run_1/cell_classes.png
Scale: 2 px per um.
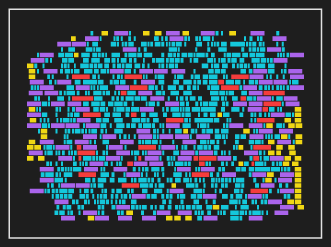
run_1/zoom.png
Window x 26 to 51, y 73 to 98 um. Cells in grey, sequential cells in the stronger grey; small squares are vias.
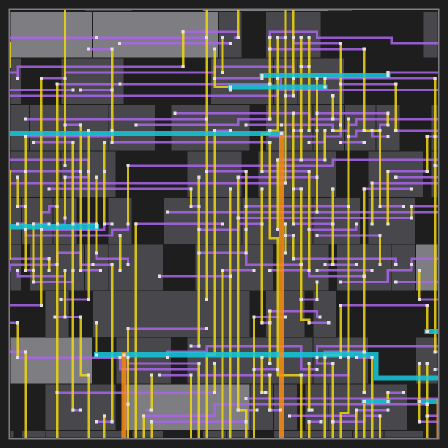
run_1/met1.png
Scale: 3 px per um.
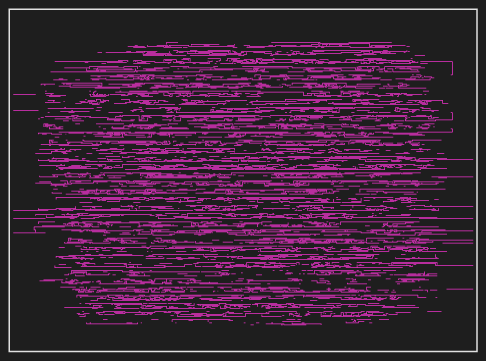
===== config.mk =====
export PLATFORM = sky130hd
export DESIGN_NAME = sweep_ctrl
export DESIGN_NICKNAME = d
export VERILOG_FILES = /design/src/rtl/sweep_ctrl.sv
export SDC_FILE = /design/constraint.sdc
export NUM_CORES = 1
export LEC_CHECK = 0
export CAP_MARGIN = 5
export CORE_ASPECT_RATIO = 0.7
export CORE_MARGIN = 8
export CORE_UTILIZATION = 58
export CTS_BUF_LIST = sky130_fd_sc_hd__clkbuf_16
export CTS_CLUSTER_SIZE = 25
export DETAILED_ROUTE_END_ITERATION = 6
export PLACE_DENSITY_LB_ADDON = 0.08
export SLEW_MARGIN = 10
export SYNTH_ARGS = -nofsm -noshare
export SYNTH_HDL_FRONTEND = slang
export SYNTH_SLANG_ARGS = --single-unit

===== constraint.sdc =====
create_clock -name clk -period 6.6 [get_ports clk]
set_clock_uncertainty 0.05 [all_clocks]
set_input_delay 1.32 -clock clk [delete_from_list [all_inputs] [get_ports clk]]
set_output_delay 1.32 -clock clk [all_outputs]
set_load 0.005 [all_outputs]

===== src/rtl/sweep_ctrl.sv =====
// Frequency sweep controller: sits between the host command decoder and the
// downstream command decoder, forwarding host commands and injecting osc0
// tuning-word commands that step from START to STOP at a tick-based dwell rate.
module sweep_ctrl #(
   parameter int unsigned TUNE_W   = 16,
   parameter logic [7:0]  TUNE_CMD = 8'h01,
   parameter logic [7:0]  CFG_BASE = 8'h40
) (
   input  logic              clk,
   input  logic              rst_n,
   input  logic              tick,
   input  logic              in_cmd_valid,
   input  logic [7:0]        in_cmd_word,
   input  logic [TUNE_W-1:0] in_data_word,
   output logic              out_cmd_valid,
   output logic [7:0]        out_cmd_word,
   output logic [TUNE_W-1:0] out_data_word,
   output logic              busy,
   output logic              done
);

   typedef enum logic [1:0] {StIdle, StIssue, StDwell, StDone} state_e;

   state_e            state_q;
   logic [TUNE_W-1:0] start_q, stop_q, step_q, dwell_q;
   logic [2:0]        ctrl_q;   // {loop, dir, go}
   logic [TUNE_W-1:0] cur_q;
   logic [TUNE_W-1:0] cnt_q;
   logic              last_q;   // the pending issue is the final one of this pass
   logic              single_q; // degenerate sweep: one issue only, loop ignored

   logic [7:0]        cfg_off;
   logic              is_cfg, fwd, ctrl_wr, go_wr;
   logic [TUNE_W-1:0] dwell_lim, cnt_inc;
   logic [TUNE_W:0]   sum;
   logic              over, deg_go, deg_reload;

   // True when a sweep would consist of START alone.
   function automatic logic is_single(input logic [TUNE_W-1:0] s, input logic [TUNE_W-1:0] p,
                                      input logic [TUNE_W-1:0] st, input logic dn);
      return (st == '0) || (dn ? (s <= p) : (s >= p));
   endfunction

   // Command decode, dwell limit and next-word arithmetic.
   always_comb begin
      cfg_off    = in_cmd_word - CFG_BASE;
      is_cfg     = in_cmd_valid && (in_cmd_word >= CFG_BASE) && (cfg_off < 8'd5);
      fwd        = in_cmd_valid && !is_cfg;
      ctrl_wr    = is_cfg && (cfg_off == 8'd4);
      go_wr      = ctrl_wr && in_data_word[0];
      dwell_lim  = (dwell_q == '0) ? TUNE_W'(1) : dwell_q;
      cnt_inc    = cnt_q + TUNE_W'(1);
      // Extra MSB captures carry (up) or borrow (down).
      sum        = ctrl_q[1] ? ({1'b0, cur_q} - {1'b0, step_q})
                             : ({1'b0, cur_q} + {1'b0, step_q});
      over       = sum[TUNE_W] || (ctrl_q[1] ? (sum[TUNE_W-1:0] <= stop_q)
                                             : (sum[TUNE_W-1:0] >= stop_q));
      deg_go     = is_single(start_q, stop_q, step_q, in_data_word[1]);
      deg_reload = is_single(start_q, stop_q, step_q, ctrl_q[1]);
   end

   // Config registers, output slot arbitration and sweep sequencing.
   always_ff @(posedge clk) begin
      if (!rst_n) begin
         state_q       <= StIdle;
         start_q       <= '0;
         stop_q        <= '0;
         step_q        <= '0;
         dwell_q       <= '0;
         ctrl_q        <= '0;
         cur_q         <= '0;
         cnt_q         <= '0;
         last_q        <= 1'b0;
         single_q      <= 1'b0;
         out_cmd_valid <= 1'b0;
         out_cmd_word  <= '0;
         out_data_word <= '0;
         busy          <= 1'b0;
         done          <= 1'b0;
      end else begin
         out_cmd_valid <= 1'b0;
         done          <= 1'b0;

         if (is_cfg) begin
            case (cfg_off)
               8'd0:    start_q <= in_data_word;
               8'd1:    stop_q  <= in_data_word;
               8'd2:    step_q  <= in_data_word;
               8'd3:    dwell_q <= in_data_word;
               default: ctrl_q  <= in_data_word[2:0];
            endcase
         end

         // Host traffic owns the slot; a sweep issue waits in StIssue.
         if (fwd) begin
            out_cmd_valid <= 1'b1;
            out_cmd_word  <= in_cmd_word;
            out_data_word <= in_data_word;
         end

         if (go_wr) begin
            state_q  <= StIssue;
            cur_q    <= start_q;
            last_q   <= deg_go;
            single_q <= deg_go;
            cnt_q    <= '0;
            busy     <= 1'b1;
         end else if (ctrl_wr && (state_q != StIdle)) begin
            state_q <= StIdle;
            busy    <= 1'b0;
         end else begin
            case (state_q)
               StIdle: ;
               StIssue: begin
                  if (!fwd) begin
                     out_cmd_valid <= 1'b1;
                     out_cmd_word  <= TUNE_CMD;
                     out_data_word <= cur_q;
                     if (!last_q) begin
                        state_q <= StDwell;
                        cnt_q   <= '0;
                     end else if (ctrl_q[2] && !single_q) begin
                        cur_q    <= start_q;
                        last_q   <= deg_reload;
                        single_q <= deg_reload;
                     end else begin
                        state_q <= StDone;
                     end
                  end
               end
               StDwell: begin
                  if (tick) begin
                     if (cnt_inc >= dwell_lim) begin
                        cur_q   <= over ? stop_q : sum[TUNE_W-1:0];
                        last_q  <= over;
                        cnt_q   <= '0;
                        state_q <= StIssue;
                     end else begin
                        cnt_q <= cnt_inc;
                     end
                  end
               end
               StDone: begin
                  done    <= 1'b1;
                  busy    <= 1'b0;
                  state_q <= StIdle;
               end
               default: state_q <= StIdle;
            endcase
         end
      end
   end

endmodule


==> impl_metrics.tcl, run 1 <==
# flow metrics
set metrics [dict create \
    synthTopCellsByCount "nand2_1, dfxtp_1, a21oi_1" \
    setup_viol 0 \
    clk_latency_ns 0.43 \
    clkbuf_count 17 \
    min_period_over_period_pct 87.0 \
    topCellsByArea "dfxtp_1, ha_1, nand2_1, a21oi_1, nor2_1" \
    path_clk_slew_ns 0.06 \
    busiest_layer "met1" \
    layout_top_cells "nand2_1, dfxtp_1, a21oi_1" \
    power_frac_clock_pct 38.7 \
    comb_cells 769 \
    worstReg2RegStart "step_q[5]$_SDFFE_PN0P_" \
    required_ns 6.90 \
    synthArstFlopShare_pct 0 \
    via_per_inst 6.05 \
    yosys.area_share.aoi_pct 21.7 \
    area_share_nonclk_buffers_pct 6.59 \
    max-slew-margin-rel_pct 28.1 \
    logic_area_um2 4900 \
    path_class "reg2reg" \
    fa_ha_area_share_pct 11.5 \
    use_met1_pct 37.9 \
    finalWirelength_um 22400 \
    antenna_cells 0 \
    nonClockBufferCount 62 \
    peakVddDrop_uv 168 \
    antenna_found_initial 0 \
    pin_count 55 \
    use_met2_pct 36.6 \
    first_pass_iters 5 \
    grt-ovfl-total 0 \
    cts-root-buf "clkbuf_16" \
    rsz0062_at_grt "false" \
    critPathMaxFanout 12 \
    cap_viol_max_count 0 \
    synth_cells 1006 \
    top_area_cell_class "combinational gates" \
    ctsHoldBuffers 0 \
    globalRouteMet3Util_pct 5.40 \
    crit_path_start_kind "register" \
    yosys_cells 1006 \
    cts_made_buffers 17 \
    synth_nets 1106 \
    placement.io_buffers 54 \
    sh_comb_area_pct 53.8 \
    p_leak_nw 3.52 \
    core_um2 13200 \
    synth_warnings 0 \
    status "finished clean" \
    worst_pin_slew_ns 1.08 \
    synthToLayoutAreaGrowth_pct 15.5 \
    cp.arrival_ns 6.04 \
    lay_top_count "nand2_1" \
    synth_cell_types 67 \
    finalPower_mw 2.43 \
    routabilityCongestion 0.933 \
    syn_area_um2 7890 \
    p_per_area_nw_per_um2 267 \
    dp_hpwl_um 16200 \
    final.min_clock_period_ns 5.74 \
    grt_pass1_vias 6968 \
    setup_tns_ns 0 \
    top_logic_kind "AND-OR/OR-AND gates" \
    end_kind "register" \
    layout.area.seq_um2 2580 \
]
Back to the opening pictures, cell_classes.png:
[cyan] all other logic | cells: 826 | share of their area: 58%
[yellow] other buffers and delay cells | cells: 62 | share of their area: 6.8%
[purple] flops | cells: 129 | share of their area: 29%
[red] clock drivers and dummy loads | cells: 32 | share of their area: 6.6%

Back to the opening pictures, zoom.png:
[yellow] met2
[orange] met4
[purple] met1
[cyan] met3
sequential cells in the window: 4
netlist names of flops here include: `start_q` (2)
cells with their middle in the window: 50
most frequent: inv_1 (6), ha_1 (6), nor2_1 (5)

Back to the opening pictures, met1.png:
main direction: horizontal
share of all routed wire: 50%
nets with wire on the layer: 1,067
wire length on this layer: 11,200 um

[run 1: power by group through the flow]
stage                     Combinational, mW  Clock [mW]  Sequential (mW)
final                                 0.669       0.941            0.819
after global placement                0.643           0            0.836
after detailed placement              0.654           0            0.836
after floorplan                       0.481           0            0.830
after global routing                  0.746       0.981            0.821
after CTS                             0.662       0.946            0.819
[run 1: worst paths after layout]
path | end | slack, ns | cells past startpoint
hold / removal | out_cmd_word[1]$_SDFF_PN0_ | 0.41 | 2
setup / recovery | cur_q[0]$_SDFFE_PN0P_ | 0.86 | 20
hold reg to reg | out_cmd_word[1]$_SDFF_PN0_ | 0.41 | 2
setup reg to reg | cur_q[0]$_SDFFE_PN0P_ | 0.86 | 20
[run 1: layer usage]
metal / vias up / part of all wire, %
met5: - / 0
met4: 0 / 1.9
met3: 40 / 8.6
met2: 302 / 40
met1: 3475 / 50
li1: 3643 / -
[run 1: critical path, cell delays in order (launching register included)]
cell       delay [ns]
dfxtp_1          0.38
or4_1            0.59
or3_4            0.39
inv_1            0.07
a21oi_1          0.06
xnor2_1          0.13
ha_1             0.42
nand3_1          0.11
a211oi_1         0.30
nor2_1           0.14
o21ai_0          0.22
xor2_1           0.12
ha_1             0.32
nand4_1          0.09
or2_2            0.30
a211o_1          0.28
nand4_1          0.11
xor2_1           0.38
o311ai_4         0.18
nor3_2           0.82
o2bb2ai_1        0.19
[run 1: through the flow]
stage               util [%]  std cells  hold WS [ns]  setup slack, ns  cell area (um^2)
detailed placement      64.5       1202         0.401            0.981              8530
global placement        64.5       1202         0.391             1.18              8530
global route            68.9       1234         0.435            0.464              9110
CTS                     68.9       1234         0.411            0.943              9110
finish                  68.9       1234         0.413            0.859              9110
floorplan                  -       1006         0.382             1.74              7890
run_1/final_congestion.png
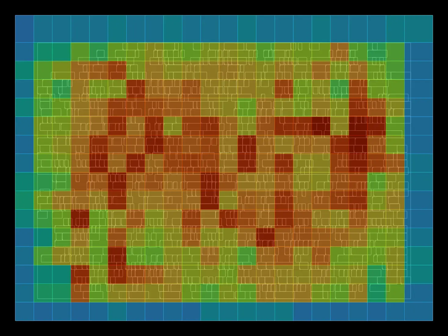

==> run 1 -> run 2 <==
clock period = 5.62 ns   (was 6.6 ns; I/O delays follow)
run_2/final_congestion.png
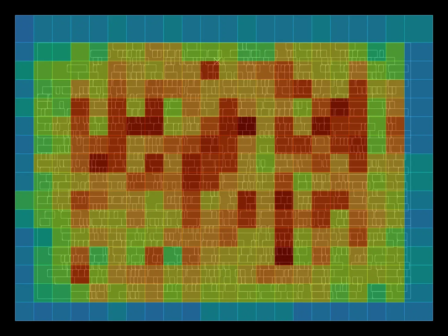
met3 Usage GRT: 5.29%
Routed WL per cell: 18.5 um
met1 usage: 37.3%
fin util: 69.6%
gr usage total: 25.9%

==> impl_metrics.tcl, run 2 <==
# flow metrics
set metrics [dict create \
    synthTopCellsByCount "nand2_1, dfxtp_1, a21oi_1" \
    end_kind "register" \
    placed_area_um2 8590 \
    stdcell_count 1243 \
    die_x_um 155 \
    path_clk_slew_ns 0.06 \
    r2r_slack_ns 0.28 \
    top_power_group "the clock network" \
    layout_top_cells "nand2_1, dfxtp_1, a21oi_1" \
    drc_errors 3 \
    pin_count 55 \
    finalWirelength_um 23000 \
    setup_viol 0 \
    crit_slowest_cell "or4_1" \
    fin_ws_ns 0.277 \
    max-slew-margin-rel_pct 32.6 \
    route.met3.wl_um 2050 \
    synth_cell_types 67 \
    busiest_layer "met2" \
    finalPower_mw 2.94 \
    status "complete, but fails checks" \
    lay_top_count "nand2_1" \
    cpPeakStageDelay_ns 0.61 \
    critPathMaxFanout 9 \
    post-place-ws_ns 0.291 \
    rsz0062_at_grt "false" \
    worstSetupEndpoint "cur_q[4]$_SDFFE_PN0P_" \
    path_cells "or4_1, or3_4, inv_1, a21oi_1, xnor2_1, ha_1, nand3_1, a211oi_1, nor2_1, o21ai_0, xor2_1, ha_1, nand4_1, or2_2, a211o_1, nand4_1, xor2_2, o311ai_4, nor3_2, buf_4, o2bb2ai_1" \
    antenna_cells 0 \
    first_pass_iters 7 \
    routed.top_layer "met4" \
    grt-ovfl-total 0 \
    crit_path_start_kind "register" \
    design_area_um2 9210 \
    via_per_inst 6.15 \
    reg2reg_to "cur_q[4]$_SDFFE_PN0P_" \
    dp.cells 1211 \
    clk_latency_ns 0.42 \
    critPathTopFamily "simple AND/OR/NAND/NOR gates" \
    p_leak_nw 3.59 \
    setup_tns_ns 0 \
    pg_seq_uw 964 \
    syn_area_um2 7890 \
    cap_viol_max_count 0 \
    synthArstFlopShare_pct 0 \
    final.min_clock_period_ns 5.34 \
    wl_met1_um 11200 \
    ctsHoldBuffers 0 \
    route.met2.wl_um 9340 \
    pg_clk_mw 1.15 \
    synth_warnings 0 \
    synthToLayoutAreaGrowth_pct 16.6 \
    path_buffers 2 \
    power_frac_clock_pct 39.1 \
    worst_pin_slew_ns 1.01 \
    cts_made_buffers 17 \
    violations "design-rule violations" \
    synth_nets 1106 \
    min_period_over_period_pct 95.1 \
    topCellsByArea "dfxtp_1, ha_1, nand2_1, a21oi_1, nor2_1" \
    cts-root-buf "clkbuf_16" \
]
run_2/drive_strength.png
Scale: 2 px per um.
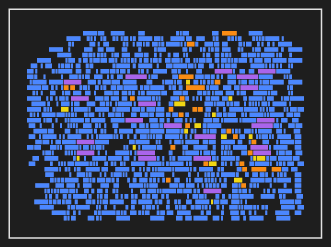
[blue] drive 1 or less | cells: 995 | share: 94%
[orange] drive 3 to 4 | cells: 26 | share: 2.5%
[yellow] drive 2 | cells: 16 | share: 1.5%
[purple] drive 6 and up | cells: 21 | share: 2.0%

run 2: cell type report:
type                            count  area (um^2)
Multi-Input combinational cell    769         4910
Fill cell                        1115         4020
Sequential cell                   129         2580
Timing Repair Buffer               71          668
Clock buffer                       17          425
Tap cell                          185          231
Inverter                           57          214
Clock inverter                     15          178
run 2: cells by family (layout without fill, tap and decap cells):
logic type	count (synthesis)	after routing	share of synthesized area (%)
buffers and inverters	108	160	5.39
AND/OR/NAND/NOR	365	365	21.4
adder cells (fa/ha/maj)	72	72	11.5
multiplexers	21	21	2.68
AND-OR/OR-AND	270	270	21.7
XOR/XNOR	41	41	4.55
flip-flops	129	129	32.7
run 2: tightest hold or removal path: cells and delay by family, from the launching register on:
kind             cells  cell delay (ns)
AND-OR/OR-AND        1             0.05
flip-flops           1             0.31
AND/OR/NAND/NOR      1             0.05
run 2: worst min-delay path by stage:
| stage | start | to | slack [ns] | cells after the start |
|---|---|---|---|---|
| 2_1_floorplan | ctrl_q[2]$_SDFFE_PN0P_ | ctrl_q[2]$_SDFFE_PN0P_ | 0.38 | 2 |
| 3_3_place_gp | dwell_q[0]$_SDFFE_PN0P_ | dwell_q[0]$_SDFFE_PN0P_ | 0.39 | 2 |
| 3_5_place_dp | dwell_q[0]$_SDFFE_PN0P_ | dwell_q[0]$_SDFFE_PN0P_ | 0.40 | 2 |
| 4_1_cts | dwell_q[0]$_SDFFE_PN0P_ | dwell_q[0]$_SDFFE_PN0P_ | 0.40 | 2 |
| 5_1_grt | stop_q[11]$_SDFFE_PN0P_ | stop_q[11]$_SDFFE_PN0P_ | 0.43 | 2 |
| 6_report | dwell_q[0]$_SDFFE_PN0P_ | dwell_q[0]$_SDFFE_PN0P_ | 0.40 | 2 |
==> run 2 -> run 3 <==
CAP_MARGIN = not set   (was 5)
run_3/cell_classes.png
Scale: 2 px per um.
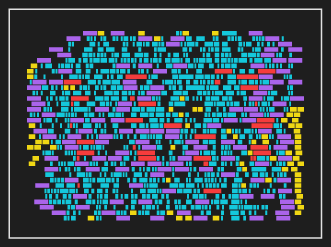
[red] clock drivers and dummy loads | cells: 32 | share of their area: 6.7%
[cyan] all other logic | cells: 826 | share of their area: 57%
[purple] flops | cells: 129 | share of their area: 29%
[yellow] other buffers and delay cells | cells: 71 | share of their area: 7.4%

run_3/zoom.png
Window x 26 to 51, y 73 to 98 um. Cells in grey, sequential cells in the stronger grey; small squares are vias.
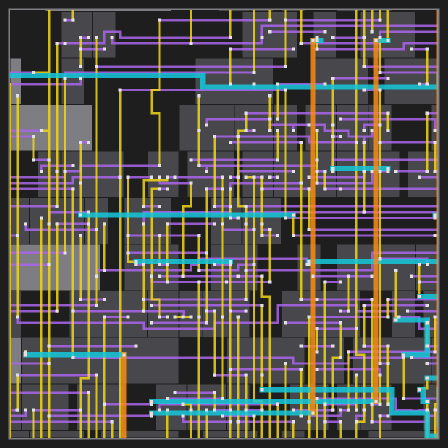
[cyan] met3
[purple] met1
[yellow] met2
[orange] met4
netlist names of flops here include: `start_q` (1), `stop_q` (1)
cells with their middle in the window: 53
most frequent: ha_1 (7), nor2_1 (6), xnor2_1 (6)
sequential cells in the window: 2

==> impl_metrics.tcl, run 3 <==
# flow metrics
set metrics [dict create \
    status "complete, but fails checks" \
    violations "design-rule violations" \
    path_buffers 2 \
    synth_nets 1106 \
    antenna_cells 0 \
    clk_latency_ns 0.42 \
    path_clk_slew_ns 0.06 \
    ctsHoldBuffers 0 \
    dp_hpwl_um 16400 \
    worstReg2RegStart "step_q[5]$_SDFFE_PN0P_" \
    grt_pass1_vias 6987 \
    synth_warnings 0 \
    synthArstFlopShare_pct 0 \
    finalWirelength_um 23000 \
    cp.arrival_ns 5.59 \
    critPathTopFamily "simple AND/OR/NAND/NOR gates" \
    path_class "reg2reg" \
    logic_area_um2 4910 \
    drc_errors 3 \
    synthTopCellsByCount "nand2_1, dfxtp_1, a21oi_1" \
    core_um2 13200 \
    required_ns 5.87 \
    p_leak_nw 3.59 \
    end_kind "register" \
    setup_viol 0 \
    cap_viol_max_count 0 \
    layout_top_cells "nand2_1, dfxtp_1, a21oi_1" \
    cts_made_buffers 17 \
    finalPower_mw 2.94 \
    setup_tns_ns 0 \
    crit_slowest_cell "or4_1" \
    antenna_found_initial 0 \
    synth_cells 1006 \
    first_pass_iters 7 \
    layout.area.seq_um2 2580 \
    max-slew-margin-rel_pct 32.6 \
    comb-power_uw 825 \
    cts-root-buf "clkbuf_16" \
    pg_seq_uw 964 \
    lay_top_count "nand2_1" \
    dp.cells 1211 \
    stdcell_count 1243 \
    worst_pin_slew_ns 1.01 \
    crit_path_start_kind "register" \
    post-place-ws_ns 0.291 \
    synthToLayoutAreaGrowth_pct 16.6 \
    cpPeakStageDelay_ns 0.61 \
    pin_count 55 \
    die_x_um 155 \
    grt-ovfl-total 0 \
    pg_clk_mw 1.15 \
    n_fill_cell 1115 \
    synth_cell_types 67 \
]
-- run 3: layout make-up --
class                      count  share of cell area [%]
clock buffer                  17                    4.62
clock inverter                15                    1.93
inverter                      57                    2.32
multi-input combinational    769                    53.3
sequential                   129                    28.1
tap                          185                    2.51
timing repair buffer          71                    7.26
-- run 3: cells by family (layout without fill, tap and decap cells) --
| kind of cell | Yosys count | count (layout) | synth area share, % |
|---|---|---|---|
| AOI/OAI and AO/OA | 270 | 270 | 21.7 |
| adders and majority gates | 72 | 72 | 11.5 |
| and+or+nand+nor | 365 | 365 | 21.4 |
| xor gates and xnor gates | 41 | 41 | 4.55 |
| buffers and inverters | 108 | 160 | 5.39 |
| DFF | 129 | 129 | 32.7 |
| muxes | 21 | 21 | 2.68 |
-- run 3: final timing paths --
| kind | end | slack (ns) | cells past startpoint |
|---|---|---|---|
| setup / recovery | cur_q[4]$_SDFFE_PN0P_ | 0.28 | 21 |
| hold / removal | dwell_q[0]$_SDFFE_PN0P_ | 0.40 | 2 |
| setup reg to reg | cur_q[4]$_SDFFE_PN0P_ | 0.28 | 21 |
| hold reg to reg | dwell_q[0]$_SDFFE_PN0P_ | 0.40 | 2 |
-- run 3: tightest hold or removal path: stages (launching register included) --
cell and delay (ns):
dfxtp_1 0.31, nand2_1 0.05, a21oi_1 0.05
-- run 3: routing by layer --
| metal | wire, um | track usage, % |
|---|---|---|
| met4 | 352 | 7.99 |
| met5 | 0 | 0 |
| met1 | 11200 | 37.3 |
| met2 | 9340 | 37.9 |
| met3 | 2050 | 5.29 |
-- run 3: per-stage QoR --
step,hold slack [ns],cell area (um^2),util [%]
floorplan,0.382,7890,-
global placement,0.391,8590,65.0
detailed placement,0.396,8590,65.0
CTS,0.405,9200,69.5
global route,0.435,9210,69.6
finish,0.403,9210,69.6
Power figures rest on the tool's default switching activity, not on a simulated workload.
